[src/rtl/toupper_pkg.sv]
// Shared types and constants for the upper-case stream arbiter.
// Holds the arbiter FSM states, source tags, ASCII bounds and the output beat layout.
package toupper_pkg;

  typedef enum logic [1:0] {
    IDLE    = 2'd0,
    GRANT_A = 2'd1,
    GRANT_B = 2'd2
  } arb_state_e;

  localparam logic SRC_A = 1'b0;
  localparam logic SRC_B = 1'b1;

  localparam logic [7:0] ASCII_LC_LO = 8'h61;
  localparam logic [7:0] ASCII_LC_HI = 8'h7A;
  localparam logic [7:0] CASE_BIT    = 8'h20;

  typedef struct packed {
    logic       src;
    logic       last;
    logic [7:0] data;
  } beat_t;

  // Lowercase ASCII letters lose the case bit; every other byte passes through.
  function automatic logic [7:0] to_upper(input logic [7:0] c);
    if (c >= ASCII_LC_LO && c <= ASCII_LC_HI) begin
      return c - CASE_BIT;
    end
    return c;
  endfunction

endpackage

[src/rtl/toupper.sv]
// Combinational ASCII toUpper: lowercase letters map to uppercase, all else unchanged.
module toupper
  import toupper_pkg::*;
(
  input  logic [7:0] x,
  output logic [7:0] y
);

  assign y = to_upper(x);

endmodule

[src/rtl/upper_stream_arbiter.sv]
// Round-robin packet arbiter for two byte streams feeding one shared toUpper and
// a single registered output stage, with conversion counting and a mid-packet watchdog.
module upper_stream_arbiter
  import toupper_pkg::*;
#(
  parameter int unsigned CNT_W   = 16,
  parameter int unsigned TIMEOUT = 16
) (
  input  logic             clk,
  input  logic             rst_n,
  input  logic             a_valid,
  output logic             a_ready,
  input  logic [7:0]       a_data,
  input  logic             a_last,
  input  logic             b_valid,
  output logic             b_ready,
  input  logic [7:0]       b_data,
  input  logic             b_last,
  input  logic             en_upper,
  output logic             m_valid,
  input  logic             m_ready,
  output logic [7:0]       m_data,
  output logic             m_last,
  output logic             m_src,
  output logic [CNT_W-1:0] conv_cnt,
  output logic             busy,
  output logic             timeout_err
);

  localparam int unsigned IDLE_W = $clog2(TIMEOUT + 2);
  localparam logic [IDLE_W-1:0] IDLE_LIMIT = IDLE_W'((TIMEOUT == 0) ? 0 : TIMEOUT - 1);
  localparam logic [CNT_W-1:0]  CNT_MAX    = '1;

  arb_state_e        state_q, state_d;
  logic              rr_q, rr_d;
  logic              en_q, en_d;
  beat_t             out_q, out_d;
  logic              m_valid_q, m_valid_d;
  logic [CNT_W-1:0]  conv_q, conv_d;
  logic [IDLE_W-1:0] idle_q, idle_d;
  logic              tout_q, tout_d;

  logic       grant_b;
  logic       granted;
  logic       sel_valid;
  logic       sel_last;
  logic [7:0] sel_data;
  logic [7:0] up_data;
  logic [7:0] conv_data;
  logic       slot_free;
  logic       accept;

  // Granted requester's beat feeds the shared converter.
  assign grant_b   = (state_q == GRANT_B);
  assign granted   = (state_q != IDLE);
  assign sel_valid = grant_b ? b_valid : a_valid;
  assign sel_last  = grant_b ? b_last  : a_last;
  assign sel_data  = grant_b ? b_data  : a_data;

  toupper u_toupper (
    .x (sel_data),
    .y (up_data)
  );

  assign conv_data = en_q ? up_data : sel_data;
  assign slot_free = !m_valid_q || m_ready;
  assign accept    = granted && sel_valid && slot_free;

  assign a_ready = (state_q == GRANT_A) && slot_free;
  assign b_ready = (state_q == GRANT_B) && slot_free;

  always_comb begin
    state_d   = state_q;
    rr_d      = rr_q;
    en_d      = en_q;
    out_d     = out_q;
    m_valid_d = m_valid_q;
    conv_d    = conv_q;
    idle_d    = idle_q;
    tout_d    = 1'b0;

    if (m_valid_q && m_ready) begin
      m_valid_d = 1'b0;
    end

    // A new beat overwrites the slot only when it is empty or draining this cycle.
    if (accept) begin
      m_valid_d  = 1'b1;
      out_d.src  = grant_b ? SRC_B : SRC_A;
      out_d.last = sel_last;
      out_d.data = conv_data;
      if (conv_data != sel_data && conv_q != CNT_MAX) begin
        conv_d = conv_q + CNT_W'(1);
      end
    end

    case (state_q)
      IDLE: begin
        en_d   = en_upper;
        idle_d = '0;
        if (a_valid && (!b_valid || rr_q == SRC_A)) begin
          state_d = GRANT_A;
        end else if (b_valid) begin
          state_d = GRANT_B;
        end
      end
      GRANT_A, GRANT_B: begin
        if (accept) begin
          idle_d = '0;
          if (sel_last) begin
            state_d = IDLE;
            rr_d    = grant_b ? SRC_A : SRC_B;
          end
        end else if (!sel_valid && TIMEOUT != 0) begin
          // Starved grant: abandon the packet and hand priority to the other side.
          if (idle_q == IDLE_LIMIT) begin
            tout_d  = 1'b1;
            state_d = IDLE;
            rr_d    = grant_b ? SRC_A : SRC_B;
            idle_d  = '0;
          end else begin
            idle_d = idle_q + IDLE_W'(1);
          end
        end
      end
      default: begin
        state_d = IDLE;
      end
    endcase
  end

  always_ff @(posedge clk) begin
    if (!rst_n) begin
      state_q   <= IDLE;
      rr_q      <= SRC_A;
      en_q      <= 1'b0;
      out_q     <= '0;
      m_valid_q <= 1'b0;
      conv_q    <= '0;
      idle_q    <= '0;
      tout_q    <= 1'b0;
    end else begin
      state_q   <= state_d;
      rr_q      <= rr_d;
      en_q      <= en_d;
      out_q     <= out_d;
      m_valid_q <= m_valid_d;
      conv_q    <= conv_d;
      idle_q    <= idle_d;
      tout_q    <= tout_d;
    end
  end

  assign m_valid     = m_valid_q;
  assign m_data      = out_q.data;
  assign m_last      = out_q.last;
  assign m_src       = out_q.src;
  assign conv_cnt    = conv_q;
  assign timeout_err = tout_q;
  assign busy        = (state_q != IDLE) || m_valid_q;

endmodule

[config.mk]
export PLATFORM = sky130hd
export DESIGN_NAME = upper_stream_arbiter
export DESIGN_NICKNAME = d
export VERILOG_FILES = /design/src/rtl/toupper_pkg.sv /design/src/rtl/toupper.sv /design/src/rtl/upper_stream_arbiter.sv
export SDC_FILE = /design/constraint.sdc
export NUM_CORES = 1
export LEC_CHECK = 0
export ABC_AREA = 1
export CAP_MARGIN = 15
export CORE_MARGIN = 4
export CORE_UTILIZATION = 54
export DETAILED_ROUTE_END_ITERATION = 10
export HOLD_SLACK_MARGIN = 0.1
export PLACE_DENSITY = 0.86
export SYNTH_ARGS = -nofsm -noshare
export SYNTH_HDL_FRONTEND = slang
export SYNTH_SLANG_ARGS = --single-unit
[constraint.sdc]
create_clock -name clk -period 4.3 [get_ports clk]
set_input_delay 0.86 -clock clk [delete_from_list [all_inputs] [get_ports clk]]
set_output_delay 0.86 -clock clk [all_outputs]
set_load 0.05 [all_outputs]
sizes.png
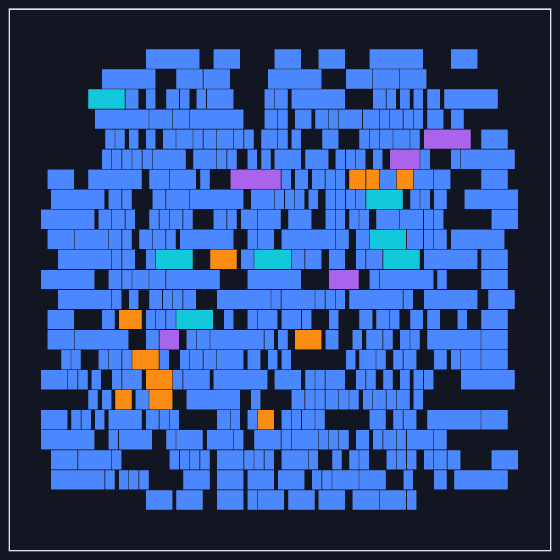
[purple] _3 and _4 cells | cells: 5 | share: 1.2%
[cyan] _6 and larger | cells: 7 | share: 1.7%
[blue] _0 and _1 cells | cells: 378 | share: 94%
[orange] _2 cells | cells: 11 | share: 2.7%
cell area after layout: 2930 sq um
Area Growth Syn to Fin: 27.4%
Final WS setup: 970 ps
Plain + repair buffers: 55

congestion.png
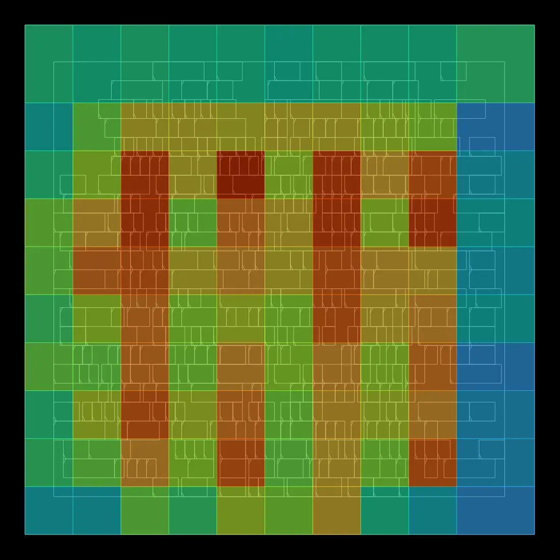
Most Used Layer, Global Route: met2
final core utilization: 0.723
DR WL/cell: 12.5 um

clk_routes.png
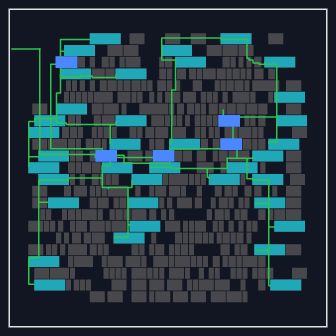
[green] clock wires | length: 485 um
[cyan] flip-flops | count: 37
[blue] clock drivers | count: 5
routed clock nets: 6
Latency at later pin: 290 ps
Clock Skew: 4.12 ps
Clock Power Share: 0.181
Power Clock: 267 uW

==> registers in the layout, indices dropped and copies added, names as in the netlist <==
register,count
conv_cnt,16
timeout_err,1
m_data,8
en_q,1
m_src,1
idle_q,5
m_last,1
rr_q,1
state_q,2
m_valid,1
==> critical path: cells and delay by family, from the launching register on <==
family,cells,cell delay [ps]
adders and majority gates,1,510
and+or+nand+nor,1,150
DFF,1,320
buffers and inverters,3,1200
==> worst max path at each step <==
stage	cells after the start	to
2_1_floorplan	2	a_ready
3_3_place_gp	4	b_ready
3_5_place_dp	4	b_ready
4_1_cts	5	b_ready
5_1_grt	5	b_ready
6_report	5	b_ready
==> layout make-up <==
cell class	instances	area (sq um)
Sequential cell	37	741
Clock buffer	7	96.3
Timing Repair Buffer	55	548
Clock inverter	1	5.00
Tap cell	50	62.6
Fill cell	328	1120
Inverter	44	165
Multi-Input combinational cell	257	1320
==> cell usage in the layout, fill, tap and decap left out <==
master	netlist	layout
a21boi_0	1	1
a21oi_1	32	32
buf_4	3	1
clkbuf_8	0	7
clkdlybuf4s50_1	0	54
clkinv_1	1	1
clkinv_2	0	1
dfxtp_1	37	37
ha_1	6	6
inv_1	43	43
nand2_1	102	102
nand2_2	2	2
nand3_1	12	12
nand3_2	2	2
nand3_4	1	1
nand3b_1	2	2
nand4_1	22	22
nor2_1	34	34
nor2_2	1	1
nor2_4	2	2
nor3_1	5	5
nor3_2	2	2
nor3b_4	1	1
o211ai_1	1	1
o21a_1	2	2
o21ai_0	11	11
o21ai_1	2	2
o21ai_2	2	2
o21bai_1	1	1
or2_2	1	1
xnor2_1	2	2
xor2_1	8	8
==> results_slide.txt <==
Key Metrics from the Run

Timing
  • Setup TNS: 0 ps
  • Worst hold slack: approximately 460 ps
  • # setup viols final: 0
  • Fin crit share: 0.774
  • Minimum clock period after layout: between 3000 and 4000 ps
  • Final hold viol count: 0
  • Max frequency: between 300 and 400 MHz
  • Slew @ Worst Pin: roughly 800 ps
  • RSZ-0062 raised after global routing: no

Setup path
  • Worst setup path startpoint: state_q[0]$_SDFFE_PN0P_
  • Cells on worst reg2reg path: 12
  • Top cell by count, worst path: inv_1
  • Reg2reg setup slack: between 1500 and 2000 ps
  • Worst setup EP type: output port
  • FF-to-FF End: conv_cnt[8]$_SDFFE_PN0P_
  • CP Class: flop to output port
  • Crit path largest cell delay: 810 ps
  • RR Startpoint: state_q[0]$_SDFFE_PN0P_
  • Critical path peak fanout: 17
  • CP Launch Type: flop
  • CP arrival: ~2500 ps
  • Cell Chain, Critical Path: inv_1 -> ha_1 -> inv_1 -> nor2_1 -> clkdlybuf4s50_1
  • Critical path data required time: approximately 3400 ps

Clock tree
  • Maximum clock insertion buffer count: 2
  • Clock sinks: 37
  • H-tree depth: 2
  • Num CTS Buffers: 5
  • Root Buffer: clkbuf_8
  • Setup Buffers After CTS: 0
  • CTS Hold Buffers Added: 0
  • Number of gates resized after CTS: 0

Route
  • First-pass detailed-route iteration total: 5
  • WL met2: around 2.8 mm
  • Iteration-0 DRC count of the detailed router: around 270
  • Routed wire length: roughly 5.6 mm
  • Top Layer Used: met4
  • Detail Route Antenna Nets: 0
  • DRT met1 WL: roughly 2.5 mm

Die
  • Die W: 73.3 um
  • Die y size: 73.3 um
  • Die area: roughly 5400 sq um
  • Core area: 4060 sq um
  • FP Util: 0.567
  • Boundary Pins: 55
  • Std cell rows: 23

Synthesis
  • Mapped cell area: ~2300 sq um
  • Most common library cells after synthesis: nand2_1 (102), inv_1 (43), dfxtp_1 (37)
  • Post-Syn Instances: approximately 350
  • YS chip area: between 2000 and 2500 sq um
  • Registers, synthesis: 37
  • Mean post-synth cell area: ~6.6 sq um
  • Post-Synth AOI/OAI Area: 0.122
  • Synth Net Count: about 380
  • Ys cells: between 300 and 400
  • Sequential share of the synthesized area: 0.322
  • Ys Warns: 0
  • Cell with the most instances after synthesis: nand2_1
  • Ys async rst share: 0
  • Mux contribution to synthesized area: 0
  • Adders+Majority by Area: 0.0326
  • Cell taking the most area after synthesis: dfxtp_1

Power and ir drop
  • Logic power comb: between 700 and 800 uW
  • Top Consumer: combinational cells
  • Logic pwr share: 0.534
  • Part of the power in registers: 0.285
  • Pwr/cell area: slightly above 500 nW/um^2
  • Power Total: approximately 1.5 mW
  • Switching power: between 600 and 700 uW
  • Seq power: 421 uW
  • Switching share of power: 0.469
  • P_int: slightly below 800 uW
  • Leakage: approximately 1.2 nW

Cells and area
  • Diodes inserted: 0
  • Ratio of cells with drive above 1 in the final layout: 0.0574
  • Layout Cells excl Fill: ~450

Run
  • Max Cap Viol: 0

Hold path
  • Hold path depth: 2
  • Min-Delay Startpoint: idle_q[4]$_SDFFE_PN0P_
  • Hold worst-path end: idle_q[4]$_SDFFE_PN0P_

Status
  • Status: finished clean

Global routing
  • Largest net degree at the start of global routing: 31
  • Vias in the first global route: approximately 2000
  • Total gr overflow: 0
  • Initial antenna violation count: 0
  • First-pass GRT wire length: 9.42 mm

Place
  • Post-placement cell area: 2830 sq um
  • Port-buffer cells: 54
Power is estimated from default activity; no workload was simulated.
